[config.mk]
export PLATFORM = sky130hd
export DESIGN_NAME = blvds_halfduplex_link
export DESIGN_NICKNAME = d
export VERILOG_FILES = /design/src/rtl/blvds_halfduplex_link.sv
export SDC_FILE = /design/constraint.sdc
export NUM_CORES = 1
export LEC_CHECK = 0
export CELL_PAD_IN_SITES_DETAIL_PLACEMENT = 1
export CELL_PAD_IN_SITES_GLOBAL_PLACEMENT = 2
export CORE_MARGIN = 2
export CORE_UTILIZATION = 25
export CTS_CLUSTER_DIAMETER = 100
export DETAILED_ROUTE_END_ITERATION = 8
export MAX_ROUTING_LAYER = met4
export PLACE_DENSITY_LB_ADDON = 0.05
export SYNTH_ARGS = -nofsm -noshare
export SYNTH_HDL_FRONTEND = slang
export SYNTH_SLANG_ARGS = --single-unit
export TNS_END_PERCENT = 1
[constraint.sdc]
create_clock -name clk -period 1.86 [get_ports clk]
set_input_delay 0.372 -clock clk [delete_from_list [all_inputs] [get_ports clk]]
set_output_delay 0.372 -clock clk [all_outputs]
set_load 0.01 [all_outputs]
[src/rtl/blvds_halfduplex_link.sv]
// Half-duplex framed serial link for a bidirectional LVDS buffer: serializes words with
// turnaround guard time while driving the pair, and deserializes frames when it is released.
module blvds_halfduplex_link #(
    parameter int unsigned DATA_W   = 8,
    parameter int unsigned BIT_DIV  = 16,
    parameter int unsigned TURN_CYC = 4
) (
    input  logic              clk,
    input  logic              reset,
    input  logic [DATA_W-1:0] tx_data,
    input  logic              tx_valid,
    output logic              tx_ready,
    output logic [DATA_W-1:0] rx_data,
    output logic              rx_valid,
    output logic              rx_frame_err,
    output logic              busy,
    output logic              oe,
    output logic              doutp,
    input  logic              din
);

    localparam int unsigned FRAME_W = DATA_W + 2;
    localparam int unsigned CNT_MAX = (BIT_DIV > TURN_CYC) ? BIT_DIV : TURN_CYC;
    localparam int unsigned CNT_W   = $clog2(CNT_MAX + 1);
    localparam int unsigned BIT_W   = $clog2(FRAME_W + 1);

    typedef enum logic [2:0] {
        S_IDLE,
        S_TX_LEAD,
        S_TX_SHIFT,
        S_TX_TRAIL,
        S_BLANK,
        S_RX_START,
        S_RX_SHIFT,
        S_RX_STOPWAIT
    } state_e;

    state_e             state_q, state_d;
    logic [CNT_W-1:0]   cnt_q, cnt_d;
    logic [BIT_W-1:0]   bit_q, bit_d;
    logic [FRAME_W-1:0] tx_sh_q, tx_sh_d;
    logic [DATA_W-1:0]  rx_sh_q, rx_sh_d;
    logic [DATA_W-1:0]  rx_data_q, rx_data_d;
    logic               rx_valid_q, rx_valid_d;
    logic               rx_err_q, rx_err_d;
    logic               tx_ready_q, tx_ready_d;
    logic               busy_q, busy_d;
    logic               oe_q, oe_d;
    logic               doutp_q, doutp_d;
    logic               sync1_q, sync2_q;
    logic               din_s;

    assign din_s = sync2_q;

    // Two-flop synchronizer; resets to the idle-high line level
    always_ff @(posedge clk or posedge reset) begin
        if (reset) begin
            sync1_q <= 1'b1;
            sync2_q <= 1'b1;
        end else begin
            sync1_q <= din;
            sync2_q <= sync1_q;
        end
    end

    // State and registered outputs
    always_ff @(posedge clk or posedge reset) begin
        if (reset) begin
            state_q    <= S_IDLE;
            cnt_q      <= '0;
            bit_q      <= '0;
            tx_sh_q    <= '1;
            rx_sh_q    <= '0;
            rx_data_q  <= '0;
            rx_valid_q <= 1'b0;
            rx_err_q   <= 1'b0;
            tx_ready_q <= 1'b0;
            busy_q     <= 1'b0;
            oe_q       <= 1'b0;
            doutp_q    <= 1'b1;
        end else begin
            state_q    <= state_d;
            cnt_q      <= cnt_d;
            bit_q      <= bit_d;
            tx_sh_q    <= tx_sh_d;
            rx_sh_q    <= rx_sh_d;
            rx_data_q  <= rx_data_d;
            rx_valid_q <= rx_valid_d;
            rx_err_q   <= rx_err_d;
            tx_ready_q <= tx_ready_d;
            busy_q     <= busy_d;
            oe_q       <= oe_d;
            doutp_q    <= doutp_d;
        end
    end

    // Next state; outputs are derived from the next state so the registers match it
    always_comb begin
        state_d    = state_q;
        cnt_d      = cnt_q + CNT_W'(1);
        bit_d      = bit_q;
        tx_sh_d    = tx_sh_q;
        rx_sh_d    = rx_sh_q;
        rx_data_d  = rx_data_q;
        rx_valid_d = 1'b0;
        rx_err_d   = 1'b0;

        case (state_q)
            S_IDLE: begin
                cnt_d = '0;
                bit_d = '0;
                if (!din_s) begin
                    state_d = S_RX_START;
                end else if (tx_valid && tx_ready_q) begin
                    tx_sh_d = {1'b1, tx_data, 1'b0};
                    state_d = S_TX_LEAD;
                end
            end
            S_TX_LEAD: begin
                if (cnt_q == CNT_W'(TURN_CYC - 1)) begin
                    cnt_d   = '0;
                    state_d = S_TX_SHIFT;
                end
            end
            S_TX_SHIFT: begin
                if (cnt_q == CNT_W'(BIT_DIV - 1)) begin
                    cnt_d   = '0;
                    tx_sh_d = {1'b1, tx_sh_q[FRAME_W-1:1]};
                    bit_d   = bit_q + BIT_W'(1);
                    if (bit_q == BIT_W'(FRAME_W - 1)) begin
                        state_d = S_TX_TRAIL;
                    end
                end
            end
            S_TX_TRAIL: begin
                if (cnt_q == CNT_W'(TURN_CYC - 1)) begin
                    cnt_d   = '0;
                    state_d = S_BLANK;
                end
            end
            S_BLANK: begin
                // Lets our own echo drain out of the synchronizer
                if (cnt_q == CNT_W'(1)) begin
                    state_d = S_IDLE;
                end
            end
            S_RX_START: begin
                if (cnt_q == CNT_W'(BIT_DIV / 2 - 1)) begin
                    cnt_d   = '0;
                    state_d = din_s ? S_IDLE : S_RX_SHIFT;
                end
            end
            S_RX_SHIFT: begin
                if (cnt_q == CNT_W'(BIT_DIV - 1)) begin
                    cnt_d = '0;
                    if (bit_q == BIT_W'(DATA_W)) begin
                        rx_data_d  = rx_sh_q;
                        rx_valid_d = 1'b1;
                        rx_err_d   = ~din_s;
                        state_d    = S_RX_STOPWAIT;
                    end else begin
                        rx_sh_d = {din_s, rx_sh_q[DATA_W-1:1]};
                        bit_d   = bit_q + BIT_W'(1);
                    end
                end
            end
            S_RX_STOPWAIT: begin
                cnt_d = '0;
                if (din_s) begin
                    state_d = S_IDLE;
                end
            end
            default: state_d = S_IDLE;
        endcase

        oe_d       = (state_d == S_TX_LEAD) || (state_d == S_TX_SHIFT) || (state_d == S_TX_TRAIL);
        doutp_d    = (state_d == S_TX_SHIFT) ? tx_sh_d[0] : 1'b1;
        busy_d     = (state_d != S_IDLE);
        tx_ready_d = (state_d == S_IDLE) && sync1_q;
    end

    assign tx_ready     = tx_ready_q;
    assign rx_data      = rx_data_q;
    assign rx_valid     = rx_valid_q;
    assign rx_frame_err = rx_err_q;
    assign busy         = busy_q;
    assign oe           = oe_q;
    assign doutp        = doutp_q;

endmodule

run_1/pinout.png
Scale: 4 px per um. Pins as bars across the die edge, other pins in gray.
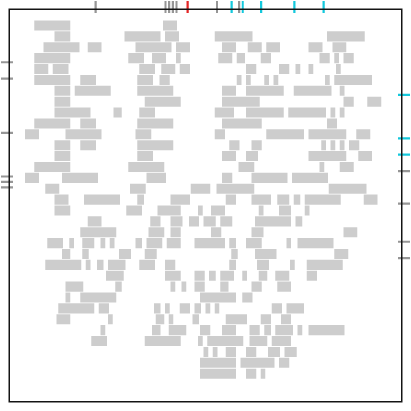
Key: tx_data = cyan [pins 8, direction input, edge 5 top, 3 right]; rx_valid = red [pins 1, direction output, edge top]
All pins by edge: 13 top, 7 right, 6 left.
Die Span X: 97.7 um
# port buffers: 25
Die Y: 97.7 um

run_1/placed.png
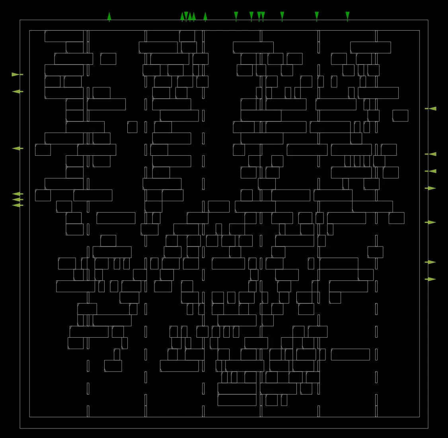
Core Rows: 34
fin cells: 346
Final Core Density: 0.337
core area: 8640 um^2
sequential cell count: 46

run_1/sizing.png
Scale: 4 px per um.
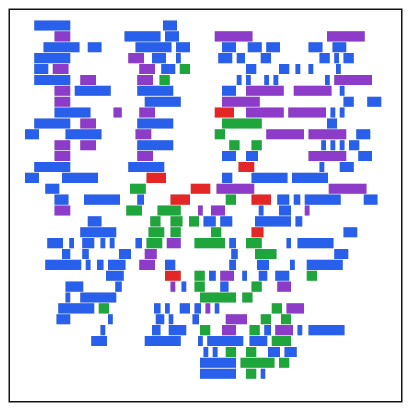
Key: x6 and larger = red [cells 8]; x2 = purple [cells 44]; x3 and x4 = green [cells 38]; x1 and smaller = blue [cells 148]
area grow syn2layout: 32.4%
final setup margin: -0.108 ns
fin area: 2910 um^2
non-clock buffer count: 51

==> Changelog: implementation, run 1 <==
### Physical design

* Outcome: finished, violations left
* Failing checks: setup timing
* Post-DP HPWL at approximately 3800 um
* DP Worst Slack at -0.112 ns
* H-tree levels at 2
* EDFF count, synth at 0
* Worst IR drop on VDD at between 200 and 300 uV
* GRT overflow at 0
* Buffering overhead at 0.156
* Worst-path cell chain: ha_2 -> buf_4 -> nor4b_4 -> mux2_4 -> or3_4 -> and4_1
* CP arrival at ~2.2 ns
* Top power group: sequential cells
* Clk tree area frac at 0.0323
* Top sig layer: met4
* Flip-flop and latch area at 1170 um^2
* CP max stage delay at 0.39 ns
* Layer carrying the most global-route usage: met2
* Met3 Use GR at 0.0309
* Chip Area, Yosys at ~2200 um^2
* Total length of routed met3 wires at between 150 and 200 um
* WP buf/inv at 1
* Slowest cell on crit path: or3_4
* Root buffer cell: clkbuf_8
* Fp util at 0.254
* Worst Path Required at roughly 2 ns
* Synth async-reset ratio at 1.00
* Setup bufs post-CTS at 1
* Cell type with the largest total area: dfrtp_1
* Worst Skew at around 0.011 ns
* Clock Path Buffers at 2
* Fmax at between 500 and 600 MHz
* Final GP Congestion at approximately 0.76
* Met1 WL at ~2500 um
* Worst Setup Start Kind: flip-flop
* Number of remaining DRC errors at 0
* Iter 0 DRT Violations at 33
* Final Setup Violations at 15
* Clock network power at 0.632 mW
* CP Capture Type: flip-flop
* Antenna violations before repair at 0
* Met2 global-route usage at 0.192
* # Taps at about 110
* M1 GR Usage at 0.151
* Syn Nets at approximately 200
* Leading cell kind: sequential cells
* Tool Warnings at 33
* Vias/cell at between 4 and 5
* Routed met2 length at between 2000 and 3000 um
* Gate power share at 0.030
* DRT Pass-1 Iters at 4
* Main flop type: dfrtp_1
* Yosys Instances at approximately 180
* Crit Path Max Fanout at 4
* Clock buf count at 5
* Hold buffers post-CTS at 0
* Vias at between 1500 and 2000
* Wire per inst at roughly 15 um
* Slew Limit Fails at 0
* Sequential fraction of the synthesis area at 0.532
* Switching Fraction at 0.230
* Sequential portion of the cell area at 0.402
* Tcrit/Tclk final at 1.06
* Final setup margin at -0.108 ns
* Overall Global Routing Usage at 0.119
* Comb area share at 0.348
* Setup slack, reg-to-reg at -0.11 ns
* Nets@finish at between 200 and 300
* Mapped Cells at about 180
* Die area at between 9000 and 10000 um^2
* Largest net degree at the start of global routing at 25
* Final hold viol count at 0
* Hold_ws at 0.374 ns
* Combinational gate power at between 0.05 and 0.06 mW
* Clock transition at path regs at about 0.1 ns
* Logic inverters at 12
* Post-route ant nets at 0
* Clock Latency Late Sink at 0.30 ns
* Worst hold-check path type: reg2reg
* First-pass GRT wire length at just under 9000 um
* Worst Tran Pin Value at 0.516 ns
run 1: sequential cells by signal, summed over array words and instances, names as in the netlist:
register and flops:
tx_ready 1, rx_valid 1, bit_q 4, sync1_q 1
state_q 3, rx_frame_err 1, rx_data 8, rx_sh_q 8
doutp 1, tx_sh_q 10, din_s 1, cnt_q 5
oe 1, busy 1
run 1: kinds of logic after synthesis:
logic type,share of synthesized area
DFF,0.532
buffers and inverters,0.0359
xor gates and xnor gates,0.00798
adders and majority gates,0.0399
muxes,0.107
AOI/OAI and AO/OA,0.0992
and+or+nand+nor,0.178
run 1: per-stage QoR:
stage,cell area (um^2),power [mW]
global placement,2750,1.08
finish,2910,1.69
detailed placement,2750,1.08
CTS,2860,1.73
global route,2910,1.79
floorplan,2210,1.04
run 1: path summary, 6_finish.rpt:
kind | from | end | cells past startpoint
max | cnt_q[1] | tx_ready | 6
max reg2reg | cnt_q[1] | tx_ready | 6
min in group asynchronous | reset | rx_valid | 3
min | sync1_q | din_s | 0
max in group asynchronous | reset | doutp | 3
min reg2reg | sync1_q | din_s | 0
run 1: placed cells by master (no fill, tap or decap), drive strengths merged, types with 2 or more instances in the layout:
cell,count
clkbuf,5
nor2,15
clkinv,2
nand3,7
and4,3
nand4b,2
ha,7
dfrtp,33
and3b,3
buf,26
o21ai,2
a22oi,8
clkdlybuf4s50,25
mux2,20
nand2b,3
a21oi,3
nand2,18
and4bb,2
nor3,7
inv,12
dfstp,13
run 1: cells in the mapped netlist (2+ instances only):
cell      instances
dfrtp_1          33
nand2_1          18
and4_1            3
nand3_1           7
nor3_1            6
dfstp_2          13
nand4b_1          2
and3b_1           3
inv_2             3
a21oi_1           3
a22oi_1           8
nor2_1           12
nand2b_1          3
buf_2             3
mux2_2           18
clkbuf_1          2
inv_1             9
mux2_1            2
ha_1              7
## Run 2: what changed since run 1
CTS_CLUSTER_SIZE = 30   (was not set)
run_2/placed.png
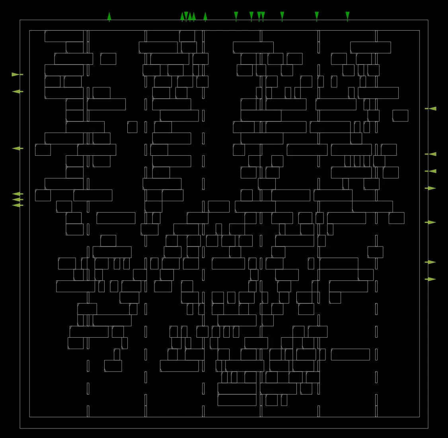
sequential portion of the cell area: 0.402
# Taps: 108
fill count: 958

==> run 2 against run 1 <==
Effect of this change: the flow still finishes with violations (setup timing); die size stayed put; flip-flop count unchanged; critical path depth unchanged; sequential share of layout area stayed put; largest power group unchanged; first-iteration DRC count is the same; non-clock buffer count unchanged; clock power about the same; worst hold slack unchanged; via count unchanged; critical path type unchanged; worst setup slack unchanged; clock skew did not move; count of clock-buffer cells in the layout is the same.
==> Changelog: implementation, run 2 <==
### Physical design

* CTS tree: yes
* Chip Area, Yosys at 2200 um^2 (unchanged)
* Failing checks: setup timing
* Worst Skew at 0.0111 ns (unchanged)
* Logic inverters at 12 (unchanged)
* Top cells by count: dfrtp_1 (33), mux2_2 (18), nand2_1 (18)
* Sequential fraction of the synthesis area at 0.532 (unchanged)
* Tot Pwr at 1.69 mW (unchanged)
* Core area at 8640 um^2 (unchanged)
* Clock Path Buffers at 2 (unchanged)
* First-pass GRT wire length at 8900 um (unchanged)
* Post-DP HPWL at 3840 um (unchanged)
* Number of remaining DRC errors at 0 (unchanged)
* Overall Global Routing Usage at 0.119 (unchanged)
* Share of layout cells above drive strength 1 at 0.378
* Worst-path cell chain: ha_2 -> buf_4 -> nor4b_4 -> mux2_4 -> or3_4 -> and4_1
* Power density over the cells at between 500 and 600 nW/um^2
* Tool Warnings at 33 (unchanged)
* Largest net degree at the start of global routing at 25 (unchanged)
* Critical path class: reg2reg
* Core Rows at 34 (unchanged)
* Final setup margin at -0.108 ns (unchanged)
* Area grow syn2layout at 32.4% (unchanged)
* Max FFs per register at 10 (unchanged)
* Sequential cell count at 46 (unchanged)
* GRT overflow at 0 (unchanged)
* Tcrit/Tclk final at 1.06 (unchanged)
* Most frequent logic cell in the layout: dfrtp_1
* Top Layout Cells: dfrtp_1 (33), clkdlybuf4s50_1 (25), buf_4 (24)
* EDFF count, synth at 0 (unchanged)
* Antenna violations before repair at 0 (unchanged)
* Clock transition at path regs at 0.10 ns (about the same)
* CP max stage delay at 0.39 ns (about the same)
* Clock Latency Late Sink at 0.30 ns (about the same)
* Cell type with the largest total area: dfrtp_1
* CP Capture Type: flip-flop
* Fmax at 508 MHz (unchanged)
* Outcome: finished, violations left
* # port buffers at 25 (unchanged)
* Post_cts resized at 6
* Slew Limit Fails at 0 (unchanged)
* Final hold viol count at 0 (unchanged)
* Die Y at 97.7 um (unchanged)
* Buffering overhead at 0.156 (unchanged)
* Num CTS Buffers at 5
* Mi-comb count at 121
* Die area at 9550 um^2 (unchanged)
* Iter 0 DRT Violations at 33 (unchanged)
* Vias/cell at 4.59 (unchanged)
* H-tree levels at 2 (unchanged)
* Die Span X at 97.7 um (unchanged)
* Diode count at 0
* Count leader, synth: dfrtp_1
* Multi-input logic area at 1010 um^2
* Max-area cell share at 0.376
* Wire per inst at 15.1 um (unchanged)
* Max Cap Violations at 0
* Setup bufs post-CTS at 1 (unchanged)
* Post-Synthesis Cell Area at 2200 um^2
* Leading cell kind: sequential cells
* Fp util at 0.254 (unchanged)
* Worst hold-check path type: reg2reg
* Crit Path Max Fanout at 4 (unchanged)
* Main flop type: dfrtp_1
* Rel. slew slack at 0.652
* Slowest cell on crit path: or3_4
* Worst Path Required at 2.04 ns (about the same)
* Worst Setup Start Kind: flip-flop
* Synth Register Bits at ~46
* Yosys Instances at 184 (unchanged)
* DRT Pass-1 Iters at 4 (unchanged)
* Total clock sinks at roughly 46
* Worst Tran Pin Value at 0.516 ns (unchanged)
* Drt total wl at roughly 5200 um
* Mapped Cells at 184 (unchanged)
* Top cells by area: dfrtp_1 (38%), dfstp_2 (16%), mux2_2 (9.2%), ha_1 (4.0%), nand2_1 (3.1%)
* Hold buffers post-CTS at 0 (unchanged)
* Fin cells at 346 (unchanged)
* Vias at 1587 (unchanged)
* Yosys warnings at 0
* Nets@finish at 256 (unchanged)
* Syn Nets at 203 (unchanged)
* Synth Area per Inst at between 10 and 15 um^2
* Final GP Congestion at 0.757 (unchanged)
* Root buffer cell: clkbuf_8
* Pleak at roughly 1.3 nW
* Yosys cell types at 48
* Flip-flop and latch area at 1170 um^2 (unchanged)
* Non-clock buffer count at 51 (unchanged)
* Synth async-reset ratio at 1.00 (unchanged)
* CP arrival at 2.15 ns (about the same)
* Worst IR drop on VDD at 269 uV (unchanged)
* RSZ-0062 raised after global routing: true
* Final Setup Violations at 15 (unchanged)
* Reg with most FFs: tx_sh_q
* Placed Cells at about 340
* Tmin final at around 2 ns
* Number of global-route vias before repair at 1775
* I/O pins at 26
* Total Neg Setup Slack at -0.833 ns
* Clk tree area frac at 0.0323 (unchanged)
* Clock buf count at 5 (unchanged)
* Post-route ant nets at 0 (unchanged)
* Comb area share at 0.348 (unchanged)
run_2/pinout.png
Scale: 4 px per um. Pins as bars across the die edge, other pins in gray.
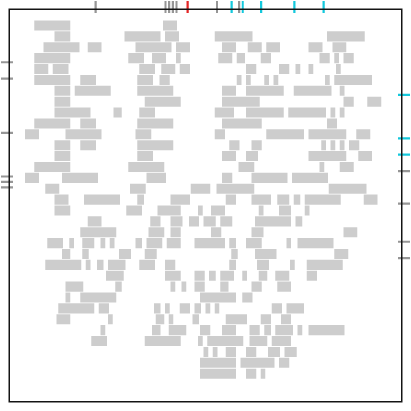
Key: tx_data = cyan [pins 8, direction input, edge 5 top, 3 right]; rx_valid = red [pins 1, direction output, edge top]

[run 2: kinds of logic (layout without fill, tap and decap cells)]
kind of cell / count (synthesis) / count (layout) / synth area share
compound gates: 26 / 26 / 0.0992
xor+xnor: 2 / 2 / 0.00798
fa+ha+maj: 7 / 7 / 0.0399
buf+inv: 18 / 71 / 0.0359
flops: 46 / 46 / 0.532
mux: 21 / 21 / 0.107
simple gates: 64 / 65 / 0.178
[run 2: where the power goes]
group / switching, mW / total (mW) / leakage (nW) / internal [mW]
clock network: 0.361 / 0.632 / 0.0447 / 0.272
logic: 0.0247 / 0.0501 / 0.696 / 0.0254
registers: 0.00425 / 1.01 / 0.561 / 1.00
[run 2: critical path: cells and delay by family (launching register included)]
kind,cells,cell delay (ns)
simple gates,3,0.84
mux,1,0.33
buf+inv,1,0.12
fa+ha+maj,1,0.19
flops,1,0.37
[run 2: worst paths after layout]
kind | start | to | slack, ns | depth (start not counted)
max in group asynchronous | reset | doutp | 1.12 | 3
setup reg to reg | cnt_q[1] | tx_ready | -0.11 | 6
hold / removal | sync1_q | din_s | 0.37 | 0
hold reg to reg | sync1_q | din_s | 0.37 | 0
min in group asynchronous | reset | rx_valid | 0.43 | 3
setup / recovery | cnt_q[1] | tx_ready | -0.11 | 6
[run 2: routing by layer]
layer  track usage  up-vias  part of all wire
met3        0.0309        8             0.029
met1         0.151      794              0.48
li1              -      764                 -
met4        0.0310        0             0.015
met2         0.192       21              0.48
met5             -        -                 0
[run 2: metrics by stage]
stage	hold slack (ns)	cell area, um^2	setup WS [ns]	utilization
after floorplan	0.351	2210	-0.0180	-
after global placement	0.367	2750	-0.0718	0.318
after detailed placement	0.367	2750	-0.112	0.318
after CTS	0.379	2860	-0.113	0.331
after global routing	0.381	2910	-0.217	0.337
final	0.374	2910	-0.108	0.337
run_2/layers.png
Scale: 4 px per um. Two of the layers only.
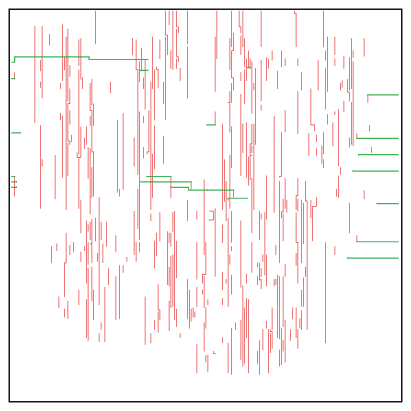

## Run 3: what changed since run 2
CORE_MARGIN = not set   (was 2)
SKIP_CTS_REPAIR_TIMING = 1   (was not set)
run_3/layers.png
Scale: 4 px per um. Two of the layers only.
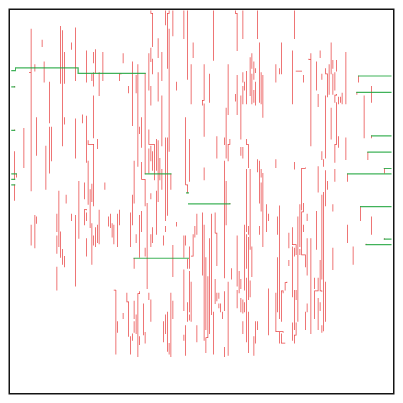
Key: M2 = red [wire length 2460 um]; M3 = green [wire length 125 um]

run_3/placed.png
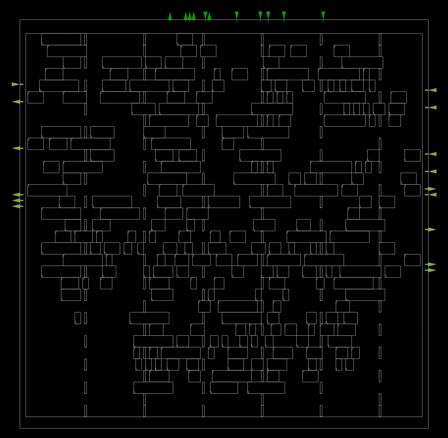
Core Rows: 33
Final Core Density: 0.351

==> run 3 against run 2 <==
Effect of this change: largest cell class unchanged; the run still ends with setup timing left; via count is 0.44% lower; critical path type unchanged; routed wire length down 2.6%; count of clock-buffer cells in the layout did not move; register-to-register slack hardly changed; non-clock buffer count is 2 lower; clock power about the same.
==> Changelog: implementation, run 3 <==
### Physical design

* Num CTS Buffers at 5 (unchanged)
* Failing checks: setup timing
* Fp util at 0.263 (+0.00900)
* Antenna violations before repair at 0 (unchanged)
* Post-route ant nets at 0 (unchanged)
* EDFF count, synth at 0 (unchanged)
* Vias at 1580 (-0.44%)
* Simple-Gate Area Share at 0.178 (unchanged)
* Post-Synthesis Cell Area at 2200 um^2 (unchanged)
* Clock Latency Late Sink at 0.30 ns (about the same)
* Die area at 9160 um^2 (-4.1%)
* Worst hold-check path type: reg2reg
* Worst IR drop on VDD at 298 uV (+11%)
* Worst Setup Start Kind: flip-flop
* Share of layout cells above drive strength 1 at 0.366 (-0.0122)
* Iter 0 DRT Violations at 35 (+6.1%)
* Pleak at 1.29 nW (-0.81%)
* Total clock sinks at 46 (unchanged)
* Power density over the cells at 577 nW/um^2 (-0.88%)
* # port buffers at 25 (unchanged)
* Yosys Instances at 184 (unchanged)
* Final Setup Violations at 19 (+4)
* Adder-cell share of the synthesized area at 0.0399 (unchanged)
* Count leader, synth: dfrtp_1
* Clock Path Buffers at 2 (unchanged)
* Yosys cell types at 48 (unchanged)
* Total Neg Setup Slack at -0.881 ns (-0.0481 ns)
* Tool Warnings at 32 (-3.0%)
* Drt total wl at 5090 um (-2.6%)
* Main flop type: dfrtp_1
* Syn Nets at 203 (unchanged)
* XOR Share, Synth at 0.00798 (unchanged)
* Number of remaining DRC errors at 0 (unchanged)
* Max FFs per register at 10 (unchanged)
* Crit Path Max Fanout at 4 (unchanged)
* Largest net degree at the start of global routing at 25 (unchanged)
* Worst Path Required at 2.06 ns (+0.02 ns)
* Die Span X at 95.7 um (-2.0%)
* DP Worst Slack at -0.210 ns (-0.0982 ns)
* Overall Global Routing Usage at 0.125 (+0.00620)
* Cell type with the largest total area: dfrtp_1
* H-tree levels at 2 (unchanged)
* Aoi share at 0.0991 (unchanged)
* DRT Pass-1 Iters at 4 (unchanged)
* Outcome: finished, violations left
* Clock transition at path regs at 0.09 ns (about the same)
* Synth Register Bits at 46 (unchanged)
* Core area at 8340 um^2 (-3.4%)
* Setup slack, reg-to-reg at -0.10 ns (about the same)
* I/O pins at 26 (unchanged)
* Tmin final at 1.96 ns (-0.00721 ns)
* CP Capture Type: flip-flop
* Top cells by area: dfrtp_1 (38%), dfstp_2 (16%), mux2_2 (9.2%), ha_1 (4.0%), nand2_1 (3.1%)
* Top cells by count: dfrtp_1 (33), mux2_2 (18), nand2_1 (18)
* Fill count at 934 (-2.5%)
* Critical path class: reg2reg
* RSZ-0062 raised after global routing: true
* Final setup margin at -0.100 ns (+0.00721 ns)
* Synth Area per Inst at 11.9 um^2 (unchanged)
* Vias/cell at 4.65 (+1.3%)
* Mapped Cells at 184 (unchanged)
* DP Area at 2730 um^2 (-0.68%)
* Diode count at 0 (unchanged)
* Post-DP HPWL at 3830 um (-0.37%)
* Placed Cells at 331 (-1.5%)
* Fmax at 510 MHz (+0.37%)
* Multi-input logic area at 1030 um^2 (+2.2%)
* R2R cell count at 6 (unchanged)
* Multiplexer share of the synthesized area at 0.107 (unchanged)
* Slew Limit Fails at 0 (unchanged)
* Most frequent logic cell in the layout: dfrtp_1
* CP arrival at 2.16 ns (about the same)
* Fin area at 2930 um^2 (+0.73%)
* Yosys warnings at 0 (unchanged)
* Tcrit/Tclk final at 1.05 (-0.00388)
* Reg with most FFs: tx_sh_q
* Final GP Congestion at 0.719 (-5.0%)
* Number of global-route vias before repair at 1704 (-4.0%)
* Die Y at 95.7 um (-2.0%)
* Sequential fraction of the synthesis area at 0.532 (unchanged)
* Max Cap Violations at 0 (unchanged)
* Worst Skew at 0.00608 ns (-0.00502 ns)
* Worst Tran Pin Value at 0.612 ns (+0.0961 ns)
* First-pass GRT wire length at 8520 um (-4.3%)
* Top Layout Cells: dfrtp_1 (33), clkdlybuf4s50_1 (25), buf_4 (22)
* GRT overflow at 0 (unchanged)
* Dominant combinational family: simple AND/OR/NAND/NOR gates
* Fin cells at 340 (-1.7%)
* Wire per inst at 15.0 um (-0.87%)
* Synth async-reset ratio at 1.00 (unchanged)
* Area grow syn2layout at 33.3%
* Flip-flop and latch area at 1170 um^2 (unchanged)
==> run 3: worst paths after layout <==
kind | from | to
worst max-delay path | cnt_q[0] | tx_ready
worst min-delay path | sync1_q | din_s
worst max register to register | cnt_q[0] | tx_ready
worst min register to register | sync1_q | din_s
max in group asynchronous | reset | din_s
min in group asynchronous | reset | rx_data[1]
==> run 3: layer usage <==
metal  global-route usage  vias up  share of wire  wire [um]
li1                     -      762              -          -
met1                0.166      795           0.49       2490
met2                0.197       20           0.48       2460
met3               0.0237        3          0.024        124
met4               0.0336        0         0.0031         16
met5                    -        -              0          0
==> run 3: per-stage QoR <==
stage | total power [mW] | hold WS [ns]
CTS | 1.73 | 0.384
floorplan | 1.04 | 0.351
global route | 1.77 | 0.389
global placement | 1.08 | 0.365
detailed placement | 1.08 | 0.367
finish | 1.69 | 0.380
==> run 3: cell type report <==
class | instances | share of cell area
Timing Repair Buffer | 49 | 0.156
Inverter | 12 | 0.0154
Clock buffer | 5 | 0.0235
Clock inverter | 3 | 0.00855
Tap cell | 105 | 0.0449
Multi-Input combinational cell | 120 | 0.353
Sequential cell | 46 | 0.399
==> run 3: logic make-up after synthesis <==
logic type | count (synthesis)
simple gates | 64
compound gates | 26
xor+xnor | 2
flops | 46
mux | 21
fa+ha+maj | 7
buf+inv | 18
==> run 3: where the power goes <==
part / internal [mW] / switching (mW)
clock network: 0.271 / 0.358
registers: 1.00 / 0.00486
logic: 0.0254 / 0.0247
==> run 3: critical path, stage by stage (launching register included) <==
cell and delay (ns):
dfrtp_1 0.41, ha_4 0.18, buf_4 0.12, nor4b_4 0.24, mux2_4 0.33, or3_4 0.40
and4_1 0.19
No activity file was given, so power comes from the tool's default toggle rates.
